--- src/rtl/rgb_seq_pkg.sv ---
// Shared types and colour codes for the RGB PWM fade sequencer.
package rgb_seq_pkg;
  typedef enum logic [1:0] {IDLE, FADE_IN, HOLD, FADE_OUT} seq_state_t;

  localparam logic [1:0] COL_RED   = 2'd0;
  localparam logic [1:0] COL_GREEN = 2'd1;
  localparam logic [1:0] COL_BLUE  = 2'd2;
endpackage

--- src/rtl/rgb_pwm_sequencer_if.sv ---
// Run request in, PWM drives and status out; master is the sequencer side.
interface rgb_pwm_sequencer_if;
  logic       en;
  logic       pwm_red;
  logic       pwm_green;
  logic       pwm_blue;
  logic [1:0] colour;
  logic       busy;
  logic       seq_done;

  modport master (input en, output pwm_red, pwm_green, pwm_blue, colour, busy, seq_done);
  modport slave  (output en, input pwm_red, pwm_green, pwm_blue, colour, busy, seq_done);
endinterface

--- src/rtl/rgb_pwm_sequencer_timebase.sv ---
// Prescaler plus free-running PWM counter; both parked at 0 while not running.
module pwm_timebase #(
  parameter int PWM_BITS = 8,
  parameter int PRESCALE = 48
) (
  input  logic                int_osc,
  input  logic                rst_n,
  input  logic                run,
  output logic [PWM_BITS-1:0] pwm_cnt,
  output logic                tick,
  output logic                period_end
);
  localparam int PW = (PRESCALE > 1) ? $clog2(PRESCALE) : 1;

  logic [PW-1:0] pre_cnt;

  assign tick       = run && (pre_cnt == PW'(PRESCALE - 1));
  assign period_end = tick && (pwm_cnt == {PWM_BITS{1'b1}});

  always_ff @(posedge int_osc or negedge rst_n) begin
    if (!rst_n) begin
      pre_cnt <= '0;
      pwm_cnt <= '0;
    end else if (!run) begin
      pre_cnt <= '0;
      pwm_cnt <= '0;
    end else begin
      pre_cnt <= tick ? '0 : pre_cnt + 1'b1;
      if (tick) pwm_cnt <= pwm_cnt + 1'b1;
    end
  end
endmodule

--- src/rtl/rgb_pwm_sequencer.sv ---
// Fades red, green, blue in turn (in / hold / out) and drives the three RGB PWM pins.
module rgb_pwm_sequencer
  import rgb_seq_pkg::*;
#(
  parameter int PWM_BITS     = 8,
  parameter int PRESCALE     = 48,
  parameter int STEP_PERIODS = 4,
  parameter int HOLD_PERIODS = 64
) (
  input  logic                 int_osc,
  input  logic                 rst_n,
  rgb_pwm_sequencer_if.master  bus
);
  localparam int SW = (STEP_PERIODS > 1) ? $clog2(STEP_PERIODS) : 1;
  localparam int HW = (HOLD_PERIODS > 1) ? $clog2(HOLD_PERIODS) : 1;
  localparam logic [PWM_BITS-1:0] DUTY_MAX = {PWM_BITS{1'b1}};

  seq_state_t          state, state_nxt;
  logic [PWM_BITS-1:0] duty, duty_nxt, pwm_cnt;
  logic [1:0]          colour, colour_nxt;
  logic [SW-1:0]       step_cnt, step_nxt;
  logic [HW-1:0]       hold_cnt, hold_nxt;
  logic                done_nxt, seq_done_q;
  logic                pwm_r, pwm_g, pwm_b;
  logic                period_end, tick_unused;
  logic                step_due;

  pwm_timebase #(.PWM_BITS(PWM_BITS), .PRESCALE(PRESCALE)) u_tb (
    .int_osc    (int_osc),
    .rst_n      (rst_n),
    .run        (state != IDLE),
    .pwm_cnt    (pwm_cnt),
    .tick       (tick_unused),
    .period_end (period_end)
  );

  assign step_due = period_end && (step_cnt == SW'(STEP_PERIODS - 1));

  always_comb begin
    state_nxt  = state;
    duty_nxt   = duty;
    colour_nxt = colour;
    step_nxt   = step_cnt;
    hold_nxt   = hold_cnt;
    done_nxt   = 1'b0;
    case (state)
      IDLE: if (bus.en) begin
        state_nxt  = FADE_IN;
        duty_nxt   = '0;
        colour_nxt = COL_RED;
      end
      FADE_IN: if (period_end) begin
        step_nxt = step_cnt + 1'b1;
        if (step_due) begin
          step_nxt = '0;
          if (duty != DUTY_MAX) duty_nxt = duty + 1'b1;
          if (duty >= DUTY_MAX - 1'b1) state_nxt = HOLD;
        end
      end
      HOLD: if (period_end) begin
        hold_nxt = hold_cnt + 1'b1;
        // Leaving HOLD is the first fade-out step, so max duty lasts exactly HOLD_PERIODS.
        if (hold_cnt == HW'(HOLD_PERIODS - 1)) begin
          state_nxt = FADE_OUT;
          if (duty != '0) duty_nxt = duty - 1'b1;
        end
      end
      FADE_OUT: if (period_end) begin
        step_nxt = step_cnt + 1'b1;
        if (step_due) begin
          step_nxt = '0;
          if (duty != '0) duty_nxt = duty - 1'b1;
          if (duty <= 1) begin
            state_nxt  = FADE_IN;
            colour_nxt = (colour == COL_BLUE) ? COL_RED : colour + 2'd1;
            done_nxt   = (colour == COL_BLUE);
          end
        end
      end
      default: state_nxt = IDLE;
    endcase

    // A stop request takes effect only at a period boundary and beats a wrap.
    if (state != IDLE && period_end && !bus.en) begin
      state_nxt  = IDLE;
      duty_nxt   = '0;
      colour_nxt = COL_RED;
      done_nxt   = 1'b0;
    end

    if (state_nxt != state) begin
      step_nxt = '0;
      hold_nxt = '0;
    end
  end

  always_ff @(posedge int_osc or negedge rst_n) begin
    if (!rst_n) begin
      state      <= IDLE;
      duty       <= '0;
      colour     <= COL_RED;
      step_cnt   <= '0;
      hold_cnt   <= '0;
      seq_done_q <= 1'b0;
      pwm_r      <= 1'b0;
      pwm_g      <= 1'b0;
      pwm_b      <= 1'b0;
    end else begin
      state      <= state_nxt;
      duty       <= duty_nxt;
      colour     <= colour_nxt;
      step_cnt   <= step_nxt;
      hold_cnt   <= hold_nxt;
      seq_done_q <= done_nxt;
      pwm_r      <= (colour == COL_RED)   && (pwm_cnt < duty);
      pwm_g      <= (colour == COL_GREEN) && (pwm_cnt < duty);
      pwm_b      <= (colour == COL_BLUE)  && (pwm_cnt < duty);
    end
  end

  assign bus.pwm_red   = pwm_r;
  assign bus.pwm_green = pwm_g;
  assign bus.pwm_blue  = pwm_b;
  assign bus.colour    = colour;
  assign bus.busy      = (state != IDLE);
  assign bus.seq_done  = seq_done_q;
endmodule

--- src/flat_wrapper.sv ---
// flat-port wrapper written by rule: the top's interface ports become plain ports
module rgb_pwm_sequencer_flat import rgb_seq_pkg::*;
#(
  parameter int PWM_BITS     = 8,
  parameter int PRESCALE     = 48,
  parameter int STEP_PERIODS = 4,
  parameter int HOLD_PERIODS = 64
)
  (int_osc, rst_n, bus_en, bus_pwm_red, bus_pwm_green, bus_pwm_blue, bus_colour, bus_busy, bus_seq_done);
  rgb_pwm_sequencer_if bus_i ();
  input  logic int_osc;
  input  logic rst_n;
  input wire logic [$bits(bus_i.en)-1:0] bus_en;
  output wire logic [$bits(bus_i.pwm_red)-1:0] bus_pwm_red;
  output wire logic [$bits(bus_i.pwm_green)-1:0] bus_pwm_green;
  output wire logic [$bits(bus_i.pwm_blue)-1:0] bus_pwm_blue;
  output wire logic [$bits(bus_i.colour)-1:0] bus_colour;
  output wire logic [$bits(bus_i.busy)-1:0] bus_busy;
  output wire logic [$bits(bus_i.seq_done)-1:0] bus_seq_done;
  assign bus_i.en = bus_en;
  assign bus_pwm_red = bus_i.pwm_red;
  assign bus_pwm_green = bus_i.pwm_green;
  assign bus_pwm_blue = bus_i.pwm_blue;
  assign bus_colour = bus_i.colour;
  assign bus_busy = bus_i.busy;
  assign bus_seq_done = bus_i.seq_done;
  rgb_pwm_sequencer #(.PWM_BITS(PWM_BITS), .PRESCALE(PRESCALE), .STEP_PERIODS(STEP_PERIODS), .HOLD_PERIODS(HOLD_PERIODS)) u_core (.int_osc(int_osc), .rst_n(rst_n), .bus(bus_i));
endmodule
--- config.mk ---
export PLATFORM = sky130hd
export DESIGN_NAME = rgb_pwm_sequencer_flat
export DESIGN_NICKNAME = d
export VERILOG_FILES = /design/src/rtl/rgb_seq_pkg.sv /design/src/rtl/rgb_pwm_sequencer_if.sv /design/src/rtl/rgb_pwm_sequencer_timebase.sv /design/src/rtl/rgb_pwm_sequencer.sv /design/src/flat_wrapper.sv
export SDC_FILE = /design/constraint.sdc
export NUM_CORES = 1
export LEC_CHECK = 0
export ABC_AREA = 1
export CAP_MARGIN = 10
export CORE_MARGIN = 1
export CORE_UTILIZATION = 55
export CTS_CLUSTER_DIAMETER = 80
export DETAILED_ROUTE_END_ITERATION = 16
export HOLD_SLACK_MARGIN = 0.05
export PLACE_DENSITY = 0.8
export SLEW_MARGIN = 20
export SYNTH_ARGS = -nofsm -noshare
export SYNTH_HDL_FRONTEND = slang
export SYNTH_SLANG_ARGS = --single-unit
--- constraint.sdc ---
create_clock -name int_osc -period 2 [get_ports int_osc]
set_input_delay 0.5 -clock int_osc [delete_from_list [all_inputs] [get_ports int_osc]]
set_output_delay 0.5 -clock int_osc [all_outputs]
set_load 0.05 [all_outputs]
### Sequential cells coloured by netlist name, run 1

(4 px per µm) Other sequential cells in the stronger grey, the rest of the logic in the fainter grey.
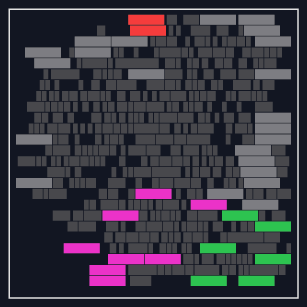
green -> u_core.u_tb.pre_cnt  # placed flops 6, where south-east
red -> u_core.state  # placed flops 2
magenta -> u_core.u_tb.pwm_cnt  # placed flops 8

### Signal wires on met2, run 1

(4 px per µm)
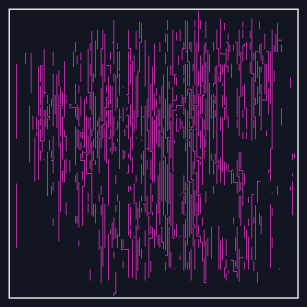
main direction = vertical
longest straight run = 29.7 µm
wire length on this layer = 3070 µm

### Floorplan with the power grid, run 1

(4 px per µm) Pins as bars on the die edge.
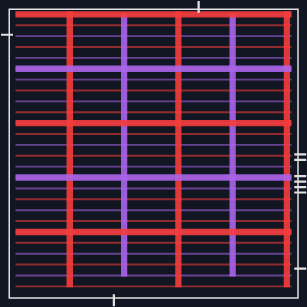
red -> VSS
purple -> VDD
met5 straps = 5
met1 rails = 26
rows = 25
met4 straps = 5

==> flow_results.org, run 1 <==
* Flow results

** Placement
- After detailed placement, the design holds a cell count of 428.
- In this run the cell area measured after placement is 3004 µm².
- Input and output buffers added on the ports amount to 9.
- Setup slack on the worst path after placement came out at -17.60 ps.
- In the placement report, post-DP HPWL is listed as 4480 µm.

** Logic synthesis
- Post-synthesis cell type with the largest instance count :: sky130_fd_sc_hd__nand2_1
- The post-synth count of flops with an enable pin is 0.
- During synthesis, Yosys emitted a total of 0 warnings.
- Library cell occupying the most area in the post-synthesis netlist :: sky130_fd_sc_hd__dfrtp_1
- Seq cells post-synth :: 38
- Fraction of the mapped netlist area in simple logic gates :: 0.3081
- Post-synthesis sequential area ratio :: 0.3548
- Top cell area share :: 0.3548
- Summing all multiplexer cells gives an area fraction of 0.
- Area fraction in full adders, half adders and majority gates :: 0.09804
- In the synthesized netlist, the dominant kind of combinational cell is simple AND/OR/NAND/NOR gates.
- Avg Cell Area, Syn :: 7.724 µm²
- The cell count after synthesis came out at 347.
- Per the post-synthesis report, the nets total 371.
- Count of different cell masters after synthesis :: 36
- By area the synthesized netlist is led by sky130_fd_sc_hd__dfrtp_1, sky130_fd_sc_hd__ha_1, sky130_fd_sc_hd__nand2_1.
- Yosys aoi share :: 0.1363
- Proportion of synthesized flip-flops having asynchronous set or reset :: 1.000

** Final layout
- The finished layout reports a core utilization of 0.7035.
- Area of the multi-input gates :: 1664 µm²
- Seq cells :: 38
- Fraction of area in registers :: 0.2881
- After layout, the inverter instance count without clock inverters stands at 45.
- Signal buffers share of area :: 0.1016
- The finished cells cover 3301 µm².
- Commonest non-fill, non-tap cells in the layout :: sky130_fd_sc_hd__nand2_1, sky130_fd_sc_hd__inv_1, sky130_fd_sc_hd__dfrtp_1, sky130_fd_sc_hd__nor2_1, sky130_fd_sc_hd__buf_4
- Logic gate fraction of the total cell area :: 0.5042
- Leaving out fill and tap cells, the most frequent cell in the layout is sky130_fd_sc_hd__nand2_1.
- 0 antenna diodes ended up in the layout.
- Fraction of final layout cells with drive strength greater than 1 :: 0.2321
- Largest registers in the final layout :: u_core.duty x8, u_core.u_tb.pwm_cnt x8
- The flow measured a signed area growth from synthesis to layout of 23.16%.
- In the final layout, the fill cell count is 353.
- Layout net count :: 415
- Cell class ranked first by area :: multi-input combinational cells
- Multi-input combinational cells in the finished layout were counted as 261.
- Sequential cell area :: 950.9 µm²

** Setup path
- The worst setup path is launched from a register.
- Number of cells on the worst reg-to-reg path :: 13
- Looking at the reg2reg group, the worst path ends at u_core.duty[1].
- Capturing element of the worst setup path :: u_core.duty[1]
- Timing startpoint of the critical path :: u_core.u_tb.pwm_cnt[1]
- Internal reg-to-reg setup slack :: -60 ps
- Max fanout on the critical path was recorded as 7.
- For the worst reg-to-reg path, the startpoint reported by OpenROAD is u_core.u_tb.pwm_cnt[1].
- CP arrival :: 2300 ps

** Timing
- The worst path in the final design needs a cycle of 2060 ps, including I/O delays and setup.
- Post-layout period usage of the worst path :: 1.030
- On the final layout, the worst clock skew is 7.098 ps.
- Setup repair after global routing could not meet its margin everywhere.
- Relative slew slack :: 0.6697
- TNS Setup :: -684.7 ps
- Final setup viols :: 16
- Hold is met by 81.25 ps.
- Across all setup checks in the final design, the least slack found is -59.78 ps.
- The final max-slew violation count recorded for this run is 0.
- Counting endpoints that fail hold in the final report gives 0.
- Per the timing report, the achievable frequency comes out to 485.5 MHz.

** Routing
- After detailed routing, the wire length on met1 is 2764 µm.
- Wire length per cell :: 14.08 µm
- Routed signal wires occupy layers up through met4.
- DRC viols :: 0
- Met2 Wirelength :: 3068 µm
- Met3 wire length :: 307 µm
- Routed Antenna Nets :: 0

** Die
- Pre-placement core utilization :: 0.5712
- During tapcell insertion the tool placed 54 well taps.
- In this run the full chip footprint comes out at 5156 µm².
- Row cnt :: 25
- Die X :: 71.81 µm

** Clock network
- Clock transition time at the flip-flop clock pins of the worst setup and hold paths :: 80 ps
- Clock tree synthesis found a total of 38 sinks.
- TritonCTS built the clock tree.
- Number of buffers added by the clock tree synthesis step :: 5
- The report puts the hold buffer count at CTS at 0.
- The skew report gives the latency at the later pin of the worst-skew pair as 300 ps.
- The tree is rooted in a sky130_fd_sc_hd__clkbuf_8.

** Global route
- The first global-routing pass estimated 10390 µm of wire.
- Largest net degree at the start of global routing :: 28
- For met1 alone, demand over resource in global routing was 0.3324.
- Met2 capacity usage during global routing :: 0.4308
- The via count of the first global-routing pass is 2357.
- The initial antenna violation count came to 0.

** Hold path
- Path type of the worst min-delay path :: in -> async

** Status
- Run status :: complete, but fails checks
- The checks that failed: setup timing.

** Power
- Cell internal power was estimated by the tool at 2.314 mW.
- The largest part of the power goes to combinational logic.
- The design draws 4.452 mW.
- Seq group :: 1.04 mW
- Per the power-grid run, VDD falls by no more than 0.0006680 V.
- Static leakage power :: 1.653 nW
- Pwr/cell area :: 1349 nW/µm²
- Power attributed to the clock group is 0.653 mW.
- Proportion of power drawn by flip-flops and latches :: 0.233
- For this design the total switching power over the nets is 2.137 mW.
- The share of total power dissipated in combinational logic is 0.620.
- Clock group share of total power :: 0.147

** Run
- The tool flagged a number of max-cap violations equal to 0.
run 1: worst max-delay path, stage by stage (launching register included):
cell	delay, ps
sky130_fd_sc_hd__dfrtp_1	370
sky130_fd_sc_hd__ha_2	200
sky130_fd_sc_hd__nand2_2	70
sky130_fd_sc_hd__nor2_4	180
sky130_fd_sc_hd__nand2_4	90
sky130_fd_sc_hd__nor2_8	160
sky130_fd_sc_hd__nand2_4	120
sky130_fd_sc_hd__nand2_4	90
sky130_fd_sc_hd__o22ai_2	90
sky130_fd_sc_hd__nor2_4	140
sky130_fd_sc_hd__nand3_4	140
sky130_fd_sc_hd__nor2_8	200
sky130_fd_sc_hd__nand2_1	80
sky130_fd_sc_hd__nand2_1	60
==> run 2, diff against run 1 <==
Clock period 2 ns to 1.8 ns, I/O delays scaled along.
==> run 2 against run 1 <==
Effect of this change:
- final cell count rose by 8.1%
- critical path type unchanged
- combinational power increased by 34%
- register-to-register slack got worse by 260 ps
- the flow still finishes with violations (setup timing)
- design area grew 14%
- fmax is 3.0% lower
- synthesized cell count is the same
- via count increased by 15%
- clock skew is 0.72 ps lower
==> flow_results.org, run 2 <==
* Flow results

** Timing
- Relative slew slack :: 0.6836 (+0.01389)
- Setup repair after global routing could not meet its margin everywhere.
- The final critical path time including I/O delays and setup was 2123 ps (+63.00 ps).
- The number of hold violations in the final report is 0 (unchanged).
- The number of max-slew violations in the final report was 0 (unchanged).
- Final setup skew :: 6.378 ps (-0.7199 ps)
- The setup TNS after final layout was -5697 ps (-5012 ps).
- The worst hold slack is 88.22 ps (+6.963 ps).
- Final setup viols :: 24 (+8)
- Worst-case setup margin in the final layout :: -322.8 ps (-263.0 ps)
- The upper clock frequency limit was 471.1 MHz (-3.0%).
- The post-route fraction of the period consumed by the critical path was 1.179 (+0.1494).

** Final layout
- Logic gate fraction of the total cell area :: 0.4847 (-0.01942)
- Filler cell count in the final layout :: 273 (-23%)
- The largest cell class by area is multi-input combinational cells.
- The total non-filler cell area in the finished layout came to 3774 µm² (+14%).
- Most used logic cell in the final layout :: sky130_fd_sc_hd__buf_4
- The number of inverters outside the clock class in the layout is 45 (unchanged).
- The total area of sequential cells came to 950.9 µm² (unchanged).
- Commonest non-fill, non-tap cells in the layout :: sky130_fd_sc_hd__buf_4, sky130_fd_sc_hd__nand2_1, sky130_fd_sc_hd__dfrtp_1, sky130_fd_sc_hd__inv_1, sky130_fd_sc_hd__nor2_1
- The multi-input gate count came to 261 (unchanged).
- Fraction of area in registers :: 0.2520 (-0.03611)
- The count of antenna diodes in the layout is 0 (unchanged).
- Fraction of final layout cells with drive strength greater than 1 :: 0.3645 (+0.1323)
- Largest registers in the final layout :: u_core.duty x8, u_core.u_tb.pwm_cnt x8
- The combinational cell area excluding buffers and inverters came to 1829 µm² (+9.9%).
- The flow measured a signed area growth from synthesis to layout of 40.80%.
- The post-layout utilization of the core was 0.8043 (+0.1008).
- Signal buffers share of area :: 0.1608 (+0.05922)
- The layout has 76 buffers outside the clock class.
- The final net count came to 451 (+8.7%).
- Excluding fillers, the count of instances in the completed layout stands at 482.

** Logic synthesis
- Of the total synthesized cell area, the portion taken by XOR and XNOR cells is 0.03268.
- Looking at the gate-level netlist, the highest instance count belongs to sky130_fd_sc_hd__nand2_1.
- The number of nets at floorplan is 371 (unchanged).
- Primary flip-flop cell chosen by synthesis mapping :: sky130_fd_sc_hd__dfrtp_1
- For reference, the top logic cell family by area is simple AND/OR/NAND/NOR gates.
- The tally of yosys warning messages is 0 (unchanged).
- The mean area per synthesized cell was 7.724 µm² (unchanged).
- Summed instance area of the synthesized netlist :: 2680 µm²
- Top cell area share :: 0.3548 (unchanged)
- Sorting the synthesized cells by how often they occur yields sky130_fd_sc_hd__nand2_1, sky130_fd_sc_hd__nor2_1, sky130_fd_sc_hd__dfrtp_1, sky130_fd_sc_hd__inv_1.
- In the synthesis report, Yosys lists the chip area as 2680 µm².
- The sequential area share after synthesis was 0.3548 (unchanged).
- Post-synthesis cell count :: 347 (unchanged)
- The simple-gate portion of the synthesized area was 0.3081 (unchanged).
- The fraction of synthesis flops using an asynchronous set or reset pin was 1.000 (unchanged).
- Yosys aoi share :: 0.1363 (unchanged)
- Library cell occupying the most area in the post-synthesis netlist :: sky130_fd_sc_hd__dfrtp_1
- Area fraction in full adders, half adders and majority gates :: 0.09804 (unchanged)
- The number of flip-flops and latches in the synthesized netlist was 38 (unchanged).
- Post-synthesis mux area share :: 0 (unchanged)
- Area contributors post-synth :: sky130_fd_sc_hd__dfrtp_1, sky130_fd_sc_hd__ha_1, sky130_fd_sc_hd__nand2_1
- Number of synthesized flops with an enable pin :: 0 (unchanged)
- The number of distinct standard cells referenced by the synthesized netlist was 36 (unchanged).

** Power
- Switching power of the nets :: 2.734 mW (+28%)
- Proportion of power drawn by flip-flops and latches :: 0.201 (-0.032)
- The post-route total power was 5.771 mW (+30%).
- Seq group :: 1.16 mW (+10%)
- Pwr/cell area :: 1529 nW/µm² (+13%)
- The cell-internal power came to 3.036 mW (+31%).
- Combinational power share :: 0.639 (+0.019)
- The share of total power in the clock network is 0.160 (+0.013).
- In the power breakdown, the biggest contributor is combinational logic.
- The largest voltage drop on the vdd net was 0.0007953 V (+19%).
- The reported leakage power was 1.869 nW (+13%).
- The total clock network power was 0.924 mW (+42%).

** Routing
- The routed length per placed instance was 17.81 µm (+26%).
- The residual antenna-violating net count after detailed routing came to 0 (unchanged).
- Iteration-0 DRC count of the detailed router :: 205
- The count of unresolved DRC violations after routing came to 0 (unchanged).

** Setup path
- Per the timing report, the most critical flop-to-flop path originates at u_core.u_tb.pre_cnt[1].
- Cell class contributing the biggest share of worst-path delay :: AND-OR/OR-AND gates
- RR Endpoint :: u_core.step_cnt[0]
- Walking the worst path, the cells encountered are ha_4 > nand2_4 > nor2_8 > nand3_4 > buf_4 > inv_2 > nand3_4 > buf_4 > inv_2 > o21ai_2 > a211o_1 > a21oi_2.
- The critical path's largest stage delay was 420 ps (+50 ps).
- The maximum fanout count along the critical path is 3 (-4).
- Type of destination of the critical path :: register
- CP arrival :: 2360 ps (+60 ps)
- Worst-path cell with the longest stage delay :: sky130_fd_sc_hd__dfrtp_1
- Kind of start point of the critical path :: register
- The logic depth of the worst register-to-register path was 12 (-1).
- Critical Setup Path Class :: reg -> reg
- Buffers & Inverters on Critical Path :: 4 (+4)
- The worst-case register-to-register setup slack was -320 ps (-260 ps).

** Placement
- Setup WS pre-CTS :: -219.5 ps (-201.9 ps)
- Detailed-placement wirelength estimate :: 4880 µm (+8.9%)
- The count of port buffers added during placement was 9 (unchanged).
- Total cell area at the placement stage :: 3264 µm² (+8.7%)
- The placed instance count came to 461 (+7.7%).

** Global route
- The initial antenna violation count came to 0 (unchanged).
- Vias in the first global route :: 2599 (+10%)
- The global-route wire length before repair is 11540 µm (+11%).
- Largest net degree at the start of global routing :: 22 (-21%)

** Die
- Row cnt :: 25 (unchanged)
- The area of the chip came to 5156 µm² (unchanged).
- Core footprint :: 4692 µm²
- The starting utilization of the core area is 0.5712 (unchanged).
- The count of inserted tapcells was 54 (unchanged).
- Die X :: 71.81 µm (unchanged)
- Vertical die size :: 71.81 µm

** Run
- Maxcap violations :: 0 (unchanged)
- The tool warning count for the run is 37.

** Clock network
- The number of buffers added to fix hold violations after cts is 0 (unchanged).
- Clock transition time at the flip-flop clock pins of the worst setup and hold paths :: 80 ps (about the same)
- Clock latency of the later-clocked register in the worst-skew pair :: 310 ps (about the same)
- Root Buffer Master :: sky130_fd_sc_hd__clkbuf_8
- Number of buffers added by the clock tree synthesis step :: 5 (unchanged)
- TritonCTS clock tree :: built
- Clock Tree Buf Depth :: 2

** Status
- The flow ran to the end, but the final reports show violations.
- The final reports fail on setup timing.

** Hold path
- Path type of the worst min-delay path :: in -> async
-- run 2: cell counts after synthesis --
No cell type changed its count.
-- run 2: worst max-delay path by stage --
stage,from,to,cells after the start
final,u_core.u_tb.pre_cnt[1],u_core.step_cnt[0],12
after global routing,u_core.u_tb.pre_cnt[1],u_core.bus.colour[1],12
after CTS,u_core.u_tb.pwm_cnt[0],u_core.duty[5],13
after detailed placement,u_core.u_tb.pwm_cnt[0],u_core.duty[5],13
after global placement,bus_en,u_core.duty[2],10
after floorplan,u_core.state[0],u_core.duty[7],13
-- run 2: routing by layer --
metal	up-vias	global-route usage	routed length [µm]
li1	1309	-	-
met1	1359	0.3265	3273
met2	147	0.5178	4237
met3	62	0.04782	474
met4	0	0.1525	597
met5	-	0	0
### Clock routing, run 2

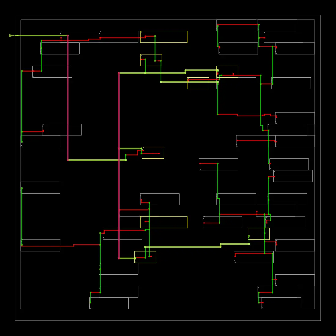
Seq cells: 38
Layout clock buffers: 6
clock sink count: 38

==> run 3, diff against run 2 <==
Settings changed: PLACE_DENSITY 0.8 to 0.77.
Clock period 1.8 ns to 2.1 ns, I/O delays scaled along.
==> run 3 against run 2 <==
Effect of this change:
- die area did not move
- the run now ends clean
- global-route usage fell by 4.2 points
- utilization fell by 9.6 points
- hold slack improved by 57 ps
- first-iteration DRC count fell by 31%
- largest cell class unchanged
- non-clock buffer count fell by 33
- combinational power fell by about 30%
- sequential share of layout area rose by 3.5 points
- critical path depth rose by 1
- via count fell by 13%
==> flow_results.org, run 3 <==
* Flow results

** Die
- The starting utilization of the core area was 0.5712 (unchanged).
- The overall die height was 71.81 µm (unchanged).
- Core footprint :: 4692 µm² (unchanged)
- The area of the chip is 5156 µm² (unchanged).
- Die X :: 71.81 µm (unchanged)

** Final layout
- The final net count came to 418 (-7.3%).
- Most used logic cell in the final layout :: sky130_fd_sc_hd__nand2_1
- Antenna Cells :: 0 (unchanged)
- Area overhead of the layout relative to synthesis :: 24.00%
- Post-layout instance area :: 3323 µm² (-12%)
- The filler cell count in the final layout was 363 (+33%).
- The largest registers in the layout are u_core.duty x8, u_core.u_tb.pwm_cnt x8.
- Commonest non-fill, non-tap cells in the layout :: sky130_fd_sc_hd__nand2_1, sky130_fd_sc_hd__inv_1, sky130_fd_sc_hd__nor2_1, sky130_fd_sc_hd__dfrtp_1, sky130_fd_sc_hd__buf_4
- Final cell utilization of the core :: 0.7083 (-0.09600)
- The number of cells in the finished layout apart from fillers came to 449 (-6.8%).
- Fraction of final layout cells with drive strength greater than 1 :: 0.2329 (-0.1316)

** Global route
- Global-route wire length before repair :: 9853 µm (-15%)
- Largest net degree at the start of global routing :: 25 (+14%)
- Number of antenna violations at the first check in global routing :: 0 (unchanged)
- The via count of the first global-routing pass is 2258 (-13%).

** Logic synthesis
- Post-synthesis sequential area ratio :: 0.3548 (unchanged)
- The area fraction in mux cells is 0 (unchanged).
- The count of mapped cells out of synthesis was 347 (unchanged).
- Xor and xnor fraction of the mapped netlist area :: 0.03268 (unchanged)
- By count the netlist is led by sky130_fd_sc_hd__nand2_1, sky130_fd_sc_hd__nor2_1, sky130_fd_sc_hd__dfrtp_1, sky130_fd_sc_hd__inv_1.
- Yosys aoi share :: 0.1363 (unchanged)
- Top cell area share :: 0.3548 (unchanged)
- Number of synthesized flops with an enable pin :: 0 (unchanged)
- Library cell occupying the most area in the post-synthesis netlist :: sky130_fd_sc_hd__dfrtp_1
- By area the synthesized netlist is led by sky130_fd_sc_hd__dfrtp_1, sky130_fd_sc_hd__ha_1, sky130_fd_sc_hd__nand2_1.
- The number of flip-flops and latches in the synthesized netlist came to 38 (unchanged).
- Count of different cell masters after synthesis :: 36 (unchanged)
- For reference, the top logic cell family by area is simple AND/OR/NAND/NOR gates.
- Avg Cell Area, Syn :: 7.724 µm² (unchanged)
- Chip area line of the yosys report :: 2680 µm² (unchanged)
- Primary flip-flop cell chosen by synthesis mapping :: sky130_fd_sc_hd__dfrtp_1
- Synthesized netlist net count :: 371 (unchanged)
- Fraction of the mapped netlist area in simple logic gates :: 0.3081 (unchanged)
- Proportion of synthesized flip-flops having asynchronous set or reset :: 1.000 (unchanged)
- Post-synthesis cell type with the largest instance count :: sky130_fd_sc_hd__nand2_1
- The cell area after technology mapping is 2680 µm² (unchanged).

** Power
- Power, Total :: 4.218 mW (-27%)
- The power density over the cells is 1269 nW/µm² (-17%).
- The proportion of power drawn by combinational gates came to 0.615 (-0.024).
- Proportion of power drawn by flip-flops and latches :: 0.240 (+0.039)
- Int Pwr :: 2.212 mW (-27%)
- The share of total power in the clock network is 0.145 (-0.015).
- The switching power of the nets was 2.005 mW (-27%).
- Switching share of power :: 0.4755
- Static leakage power :: 1.662 nW (-11%)

** Timing
- Worst-case setup margin in the final layout :: 43.08 ps (+365.9 ps)
- Time the worst path needs with I/O delays and setup :: 2057 ps (-65.87 ps)
- Maximum clock rate :: 486.2 MHz (+3.2%)
- The final number of setup-violating endpoints was 0 (-100%).
- The headroom to the max-slew limit came to 0.6686 (-0.01495).
- Final setup skew :: 7.692 ps (+1.314 ps)
- The number of max-slew violations in the final report is 0 (unchanged).
- Unrepaired setup endpoints after global routing :: true
- The post-route fraction of the period consumed by the critical path was 0.9795 (-0.1998).
- Minimum hold slack :: 145.6 ps (+57.39 ps)
- For the pin with the worst max-slew slack, the measured transition is 495.5 ps.

** Setup path
- Total stage count of the critical path :: 13 (+1)
- Critical Setup Path Class :: reg -> reg
- Among all stages on the critical path, the largest delay is contributed by sky130_fd_sc_hd__dfrtp_1.
- Number of cells on the worst reg-to-reg path :: 13 (+1)
- The worst setup path is captured at a register.
- Per STA, the worst path is made up of ha_4 > nand2_4 > nor2_8 > nand3_4 > nor2_8 > nand2_4 > nand2_4 > o22ai_2 > nor2_2 > nand3_4 > nor2_8 > nand2_1 > nand2_1.
- Max incr delay on CP :: 420 ps (about the same)
- Timing startpoint of the critical path :: u_core.u_tb.pre_cnt[0]
- Buffers & Inverters on Critical Path :: 0 (-4)
- Cell class contributing the biggest share of worst-path delay :: simple AND/OR/NAND/NOR gates
- The endpoint identified for the worst register-to-register timing path is u_core.duty[5].
- RR Startpoint :: u_core.u_tb.pre_cnt[0]
- STA classifies the critical path startpoint as a register.
- The worst-case register-to-register setup slack was 40 ps (+370 ps).
- The data arrival time at the worst-slack endpoint was 2290 ps (-70 ps).
- Maximum fanout encountered on the critical timing path :: 7 (+4)
- Capturing element of the worst setup path :: u_core.duty[5]

** Clock network
- Clock Tree Buf Depth :: 2 (unchanged)
- Post-cts hold-fix buffer tally :: 0 (unchanged)
- TritonCTS built the clock tree.
- Clock latency of the later-clocked register in the worst-skew pair :: 290 ps (-20 ps)
- The cell sitting at the root of the clock tree is a sky130_fd_sc_hd__clkbuf_8.
- The TritonCTS buffer count is 5 (unchanged).
- The number of sinks handled by clock tree synthesis is 38 (unchanged).
- The clock-pin slew on the worst setup and hold paths was 80 ps (about the same).

** Routing
- The routed length per placed instance is 14.16 µm (-21%).
- Met3 wire length :: 255 µm (-46%)
- Met2 Wirelength :: 3155 µm (-26%)
- Iteration-0 DRC count of the detailed router :: 141 (-31%)
- Length of routed wiring on met1 :: 2795 µm (-15%)
- Highest Signal Layer :: met4
- The count of unresolved DRC violations after routing came to 0 (unchanged).

** Status
- Run status :: complete, no violations

** Placement
- The area of placed instances came to 2987 µm² (-8.5%).
- The setup slack after placement came to 11.11 ps (+230.6 ps).
- The placed instance count was 426 (-7.6%).
- Quantity of I/O buffers inserted on ports :: 9 (unchanged)
- Detailed-placement wirelength estimate :: 4541 µm (-7.0%)

** Hold path
- Path type of the worst min-delay path :: in -> async

** Run
- The number of maximum-capacitance violations is 0 (unchanged).
-- run 3: final cells by class --
type	count	area (µm²)	share of cell area
Sequential cell	38	952.2	0.2865
Multi-Input combinational cell	261	1663	0.5004
Clock buffer	5	68.82	0.02071
Timing Repair Buffer	43	360.3	0.1084
Clock inverter	3	40.04	0.01205
Inverter	45	171.4	0.05158
Tap cell	54	67.56	0.02033
-- run 3: layer usage --
layer	vias up	track usage
met4	0	0.1438
li1	1251	-
met2	70	0.4025
met3	15	0.04501
met1	1171	0.3054
met5	-	0
-- run 3: power groups by stage --
stage          clock, mW  combinational, mW  sequential (mW)
6_report           0.610               2.59             1.01
5_1_grt            0.660               2.84             1.03
4_1_cts            0.621               2.21            0.998
3_5_place_dp           0               2.20             1.01
3_3_place_gp           0               2.16             1.00
2_1_floorplan          0               1.43             1.10
### Sequential cells coloured by netlist name, run 3

(4 px per µm) Other sequential cells in the stronger grey, the rest of the logic in the fainter grey.
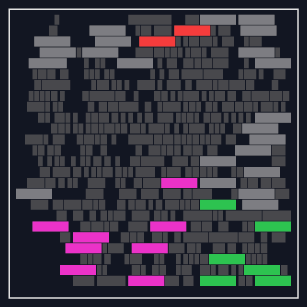
red -> u_core.state  # placed flops 2
magenta -> u_core.u_tb.pwm_cnt  # placed flops 8
green -> u_core.u_tb.pre_cnt  # placed flops 6, where south-east
not coloured = 22


==> gallery <==
Local utilization.
(4 px per µm) 7 x 7 tiles, from black (low) to pale yellow (high), 0 to 100% covered.
picture 1
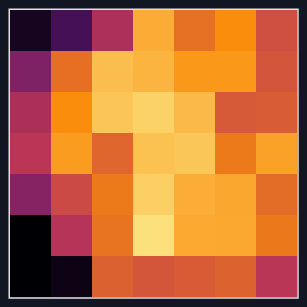
picture 2
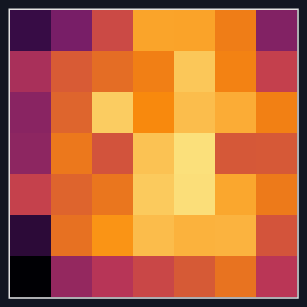
picture 3
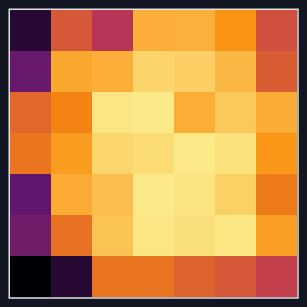
| from | picture |
|---|---|
| run 3 | picture 2 |
| run 1 | picture 1 |
| run 2 | picture 3 |

Key to picture 3:
nearly empty tiles = 2.0%
densest ninth of the die = centre
emptiest ninth of the die = south-west

Power and IR drop assume default switching activity.
